### Cells by drive strength

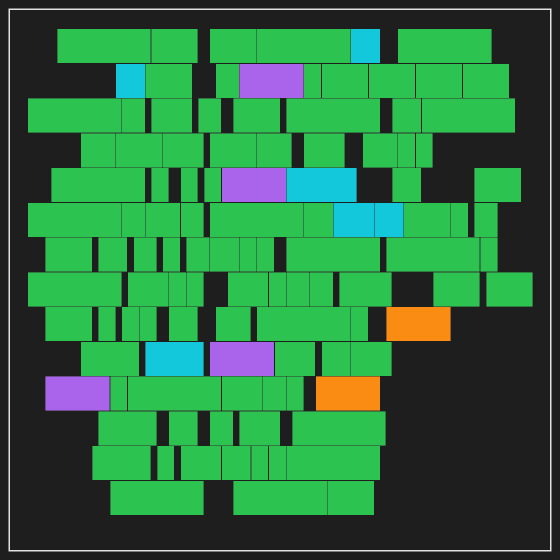
### Routing congestion map

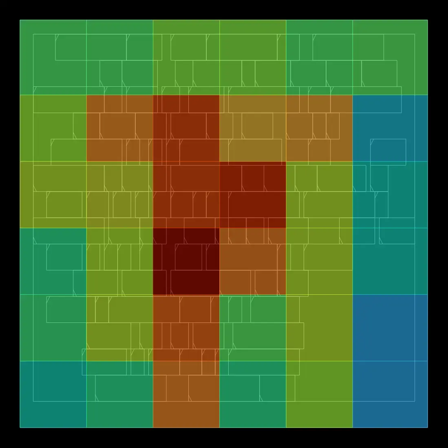
### Placement density heat map

The bar under the picture is 10 um long. 8 x 8 tiles, from dark blue (low) to red (high), 0 to 100% covered.
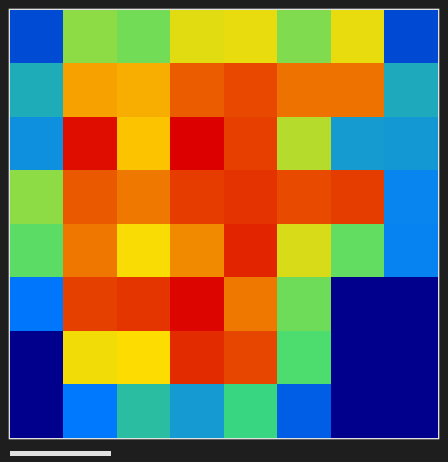
### Placement by cell class

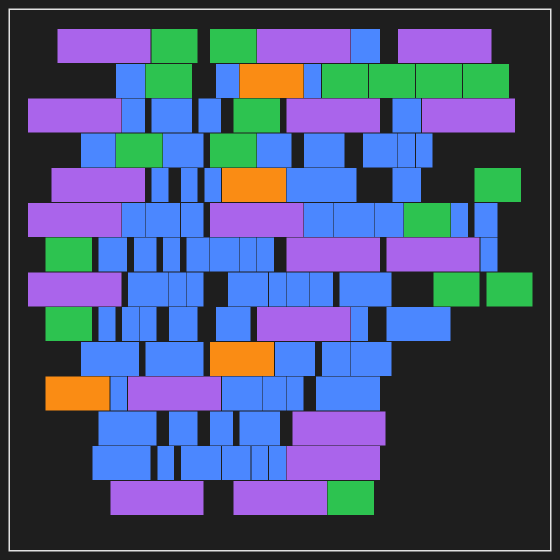
[config.mk]
export PLATFORM = sky130hd
export DESIGN_NAME = req_ack_done_ctrl
export DESIGN_NICKNAME = d
export VERILOG_FILES = /design/src/rtl/req_ack_done_ctrl.sv
export SDC_FILE = /design/constraint.sdc
export NUM_CORES = 1
export LEC_CHECK = 0
export CORE_UTILIZATION = 51
export CTS_BUF_LIST = sky130_fd_sc_hd__clkbuf_8 sky130_fd_sc_hd__clkbuf_16
export DETAILED_ROUTE_END_ITERATION = 6
export GPL_TIMING_DRIVEN = 1
export PLACE_DENSITY = 0.91
export SLEW_MARGIN = 10
export SYNTH_ARGS = -nofsm -noshare
export SYNTH_HDL_FRONTEND = slang
export SYNTH_SLANG_ARGS = --single-unit
[constraint.sdc]
create_clock -name clk -period 3.7 [get_ports clk]
set_input_delay 1.11 -clock clk [delete_from_list [all_inputs] [get_ports clk]]
set_output_delay 1.11 -clock clk [all_outputs]
set_load 0.03 [all_outputs]
[src/rtl/req_ack_done_ctrl.sv]
// Purpose : arbitrate two requesters onto one req/ack/done responder, time out each phase, report errors.
// Latency : grant and req rise one cycle after start is seen in IDLE; cmpl one cycle after done; err_pulse one cycle after timeout.
// Backpr. : requesters hold start (level) until granted; at most one transaction in flight, at least one IDLE cycle between.
//
// Ports
//   clk, rst           : single clock, synchronous active-high reset
//   start[1:0]         : per-requester request level, held until grant
//   grant[1:0]         : one-hot one-cycle pulse in the first REQ cycle
//   req                : request to the shared responder, high for the whole REQ state
//   ack, done          : responder handshake inputs
//   clr_status         : clears the sticky status flag (a simultaneous set wins)
//   busy               : high whenever the controller is not IDLE
//   owner              : index of the current or most recently granted requester
//   cmpl[1:0]          : one-hot one-cycle completion pulse to the owner
//   err_pulse          : one-cycle protocol failure pulse (the ERR state)
//   err_code[1:0]      : 01 ack timeout, 10 done timeout; held until next error or reset
//   status_reg         : sticky error flag
module req_ack_done_ctrl #(
    parameter int ACK_MAX  = 5,
    parameter int DONE_MAX = 100
) (
    input  logic       clk,
    input  logic       rst,
    input  logic [1:0] start,
    output logic [1:0] grant,
    output logic       req,
    input  logic       ack,
    input  logic       done,
    input  logic       clr_status,
    output logic       busy,
    output logic       owner,
    output logic [1:0] cmpl,
    output logic       err_pulse,
    output logic [1:0] err_code,
    output logic       status_reg
);

    // The counter must reach the larger of the two limits without wrapping.
    localparam int CNT_MAX = (DONE_MAX > ACK_MAX) ? DONE_MAX : ACK_MAX;
    localparam int CNT_W   = (CNT_MAX < 1) ? 1 : $clog2(CNT_MAX + 1);

    localparam logic [CNT_W-1:0] ACK_LIM  = CNT_W'(ACK_MAX);
    localparam logic [CNT_W-1:0] DONE_LIM = CNT_W'(DONE_MAX);
    localparam logic [CNT_W-1:0] CNT_ONE  = CNT_W'(1);

    localparam logic [1:0] ERR_ACK_TO  = 2'b01;
    localparam logic [1:0] ERR_DONE_TO = 2'b10;

    typedef enum logic [1:0] {
        S_IDLE      = 2'd0,
        S_REQ       = 2'd1,
        S_WAIT_DONE = 2'd2,
        S_ERR       = 2'd3
    } state_t;

    state_t           r_state;
    state_t           w_state_nxt;
    logic [CNT_W-1:0] r_cnt;
    logic [CNT_W-1:0] w_cnt_nxt;
    logic [1:0]       r_grant;
    logic [1:0]       w_grant_nxt;
    logic [1:0]       r_cmpl;
    logic [1:0]       w_cmpl_nxt;
    logic             r_owner;
    logic             w_owner_nxt;
    logic             r_prio;       // requester index that wins a tie
    logic             w_prio_nxt;
    logic [1:0]       r_err_code;
    logic [1:0]       w_err_code_nxt;
    logic             r_status;
    logic             w_status_nxt;
    logic             w_win;
    logic             w_req;
    logic             w_busy;
    logic             w_err_pulse;

    // Round-robin pick: a lone requester always wins, a tie goes to r_prio.
    always_comb begin
        w_win = 1'b0;
        if (start == 2'b10) begin
            w_win = 1'b1;
        end else if (start == 2'b11) begin
            w_win = r_prio;
        end
    end

    // FSM state register.
    always_ff @(posedge clk) begin
        if (rst) begin
            r_state <= S_IDLE;
        end else begin
            r_state <= w_state_nxt;
        end
    end

    // FSM next-state, datapath next values and state-decoded outputs.
    always_comb begin
        w_state_nxt    = r_state;
        w_cnt_nxt      = r_cnt;
        w_grant_nxt    = 2'b00;
        w_cmpl_nxt     = 2'b00;
        w_owner_nxt    = r_owner;
        w_prio_nxt     = r_prio;
        w_err_code_nxt = r_err_code;
        w_status_nxt   = r_status;
        w_req          = 1'b0;
        w_busy         = 1'b1;
        w_err_pulse    = 1'b0;

        // Clear first so that a set from ERR below overrides it.
        if (clr_status) begin
            w_status_nxt = 1'b0;
        end

        case (r_state)
            S_IDLE: begin
                w_busy    = 1'b0;
                w_cnt_nxt = '0;
                if (start != 2'b00) begin
                    w_state_nxt = S_REQ;
                    w_owner_nxt = w_win;
                    w_grant_nxt = w_win ? 2'b10 : 2'b01;
                end
            end

            S_REQ: begin
                w_req = 1'b1;
                // An ack in the very first REQ cycle (cnt 0) is too early and ignored.
                if (ack && (r_cnt != '0)) begin
                    w_state_nxt = S_WAIT_DONE;
                    w_cnt_nxt   = CNT_ONE;
                end else if (r_cnt == ACK_LIM) begin
                    w_state_nxt    = S_ERR;
                    w_cnt_nxt      = '0;
                    w_err_code_nxt = ERR_ACK_TO;
                end else begin
                    w_cnt_nxt = r_cnt + CNT_ONE;
                end
            end

            S_WAIT_DONE: begin
                // cnt starts at 1 here, so done is accepted from the first cycle.
                if (done) begin
                    w_state_nxt = S_IDLE;
                    w_cnt_nxt   = '0;
                    w_cmpl_nxt  = r_owner ? 2'b10 : 2'b01;
                    w_prio_nxt  = ~r_owner;
                end else if (r_cnt == DONE_LIM) begin
                    w_state_nxt    = S_ERR;
                    w_cnt_nxt      = '0;
                    w_err_code_nxt = ERR_DONE_TO;
                end else begin
                    w_cnt_nxt = r_cnt + CNT_ONE;
                end
            end

            S_ERR: begin
                w_err_pulse  = 1'b1;
                w_state_nxt  = S_IDLE;
                w_cnt_nxt    = '0;
                w_status_nxt = 1'b1;
                // A failed transaction still counts as a turn for its owner.
                w_prio_nxt   = ~r_owner;
            end

            default: begin
                w_state_nxt = S_IDLE;
                w_cnt_nxt   = '0;
            end
        endcase
    end

    // Datapath registers.
    always_ff @(posedge clk) begin
        if (rst) begin
            r_cnt      <= '0;
            r_grant    <= 2'b00;
            r_cmpl     <= 2'b00;
            r_owner    <= 1'b0;
            r_prio     <= 1'b0;
            r_err_code <= 2'b00;
            r_status   <= 1'b0;
        end else begin
            r_cnt      <= w_cnt_nxt;
            r_grant    <= w_grant_nxt;
            r_cmpl     <= w_cmpl_nxt;
            r_owner    <= w_owner_nxt;
            r_prio     <= w_prio_nxt;
            r_err_code <= w_err_code_nxt;
            r_status   <= w_status_nxt;
        end
    end

    assign grant      = r_grant;
    assign req        = w_req;
    assign busy       = w_busy;
    assign owner      = r_owner;
    assign cmpl       = r_cmpl;
    assign err_pulse  = w_err_pulse;
    assign err_code   = r_err_code;
    assign status_reg = r_status;

endmodule

==> run notes <==
run results: highest routed layer met4, DR WL met3 slightly below 90 um, Reg area 360 um2, largest net degree at the start of global routing 13, post-cts sizing count 0, Synth top cell by count dfxtp_1, Pleak a little over 0.4 nW, FMAX roughly 360 MHz, global-route wire length before repair slightly above 3000 um, top cells, area dfxtp_1 44%, nor2_1 5.4%, ha_1 4.5%, Tapcell Cnt 16, post-place setup slack ~1100 ps, Yosys chip area approximately 830 um2, Hold Path Stages 2, Hold Buf Count CTS 0, CP max stage cell clkdlybuf4s50_1, cell type with the largest total area dfxtp_1, final setup fails 0, vias per inst 5.90, cts bufs inserted 3, clk buf depth 2, CP max FO 9, Setup TNS 0 ps, status finished clean, most frequent cells in the layout 18 x dfxtp_1, 17 x clkdlybuf4s50_1, 12 x nor2_1, 7 x inv_1, 5 x a21oi_1, final hold vios 0, worst r2r src r_cnt[0], area grow syn2layout 28.7%, # fillers roughly 110, hpwl dp between 1000 and 1500 um, Netlist cell types 35, Max transition margin 0.617, worst slew pin tran ~580 ps, DRT Pass-1 Iters 4, ys flops 18, initial antenna violation count 0, die width between 40 and 50 um, critical path data required time about 2600 ps, ys async rst share 0, crit share post-route 0.761, clk root buf clkbuf_8, RD Place Congestion between 0.7 and 0.8, Data buffer area share 0.160, Cell Pwr Density roughly 390 mW/mm2, Synth top area share 0.436, Chip Height ~42 um, hold path start status_reg, Clock-cell share 0.0517, sum of routed wire length over all layers around 1800 um, internal power between 0.3 and 0.4 mW, CP Depth 3, worst-path cell chain nand2b_1 -> inv_1 -> clkdlybuf4s50_1, routed length on met2 roughly 810 um
-- 'Cells by drive strength' (at the start) --
| colour | size | cells | share |
|---|---|---|---|
| green | x1 and smaller | 98 | 89% |
| cyan | x2 | 6 | 5.5% |
| orange | x3 and x4 | 2 | 1.8% |
| purple | x6 and larger | 4 | 3.6% |

-- 'Routing congestion map' (at the start) --
WL per Instance: 14.5 um
Core Util, Final: 0.707
GR Layer Usage met2: 0.323
gr busiest metal: met2
met3 Resource Use GR: 0.0388

-- 'Placement density heat map' (at the start) --
tiles over 75% full: 39%
emptiest ninth of the die: bottom right
fullest tile: 100%
nearly empty tiles: 13%

-- 'Placement by cell class' (at the start) --
| colour | class | cells | share of their area |
|---|---|---|---|
| purple | registers | 18 | 34% |
| blue | remaining logic cells | 71 | 44% |
| green | remaining buffers and delay cells | 17 | 16% |
| orange | clock drivers and dummy loads | 4 | 5.3% |
Seq/total area: 0.338
num rows: 14
fin area: 0.00106 mm2
Core Area: 0.00151 mm2

## cell families after synthesis
family,Yosys count,share of synthesized area
buffers and inverters,9,0.0409
AND/OR/NAND/NOR,36,0.248
adder cells (fa/ha/maj),3,0.0454
XOR/XNOR,5,0.0530
flip-flops,18,0.436
AND-OR/OR-AND,20,0.177
## metrics by stage
stage	utilization	cells	hold slack (ps)
after floorplan	-	91	446
after global placement	0.670	122	453
after detailed placement	0.670	122	481
after CTS	0.707	126	498
after global routing	0.707	126	503
final	0.707	126	494
## power groups by stage
stage	sequential [mW]	combinational (mW)	clock, mW
4_1_cts	0.204	0.0552	0.161
5_1_grt	0.205	0.0599	0.168
2_1_floorplan	0.211	0.0298	0
3_3_place_gp	0.208	0.0527	0
6_report	0.204	0.0557	0.159
3_5_place_dp	0.209	0.0540	0
Power and IR drop assume default switching activity.
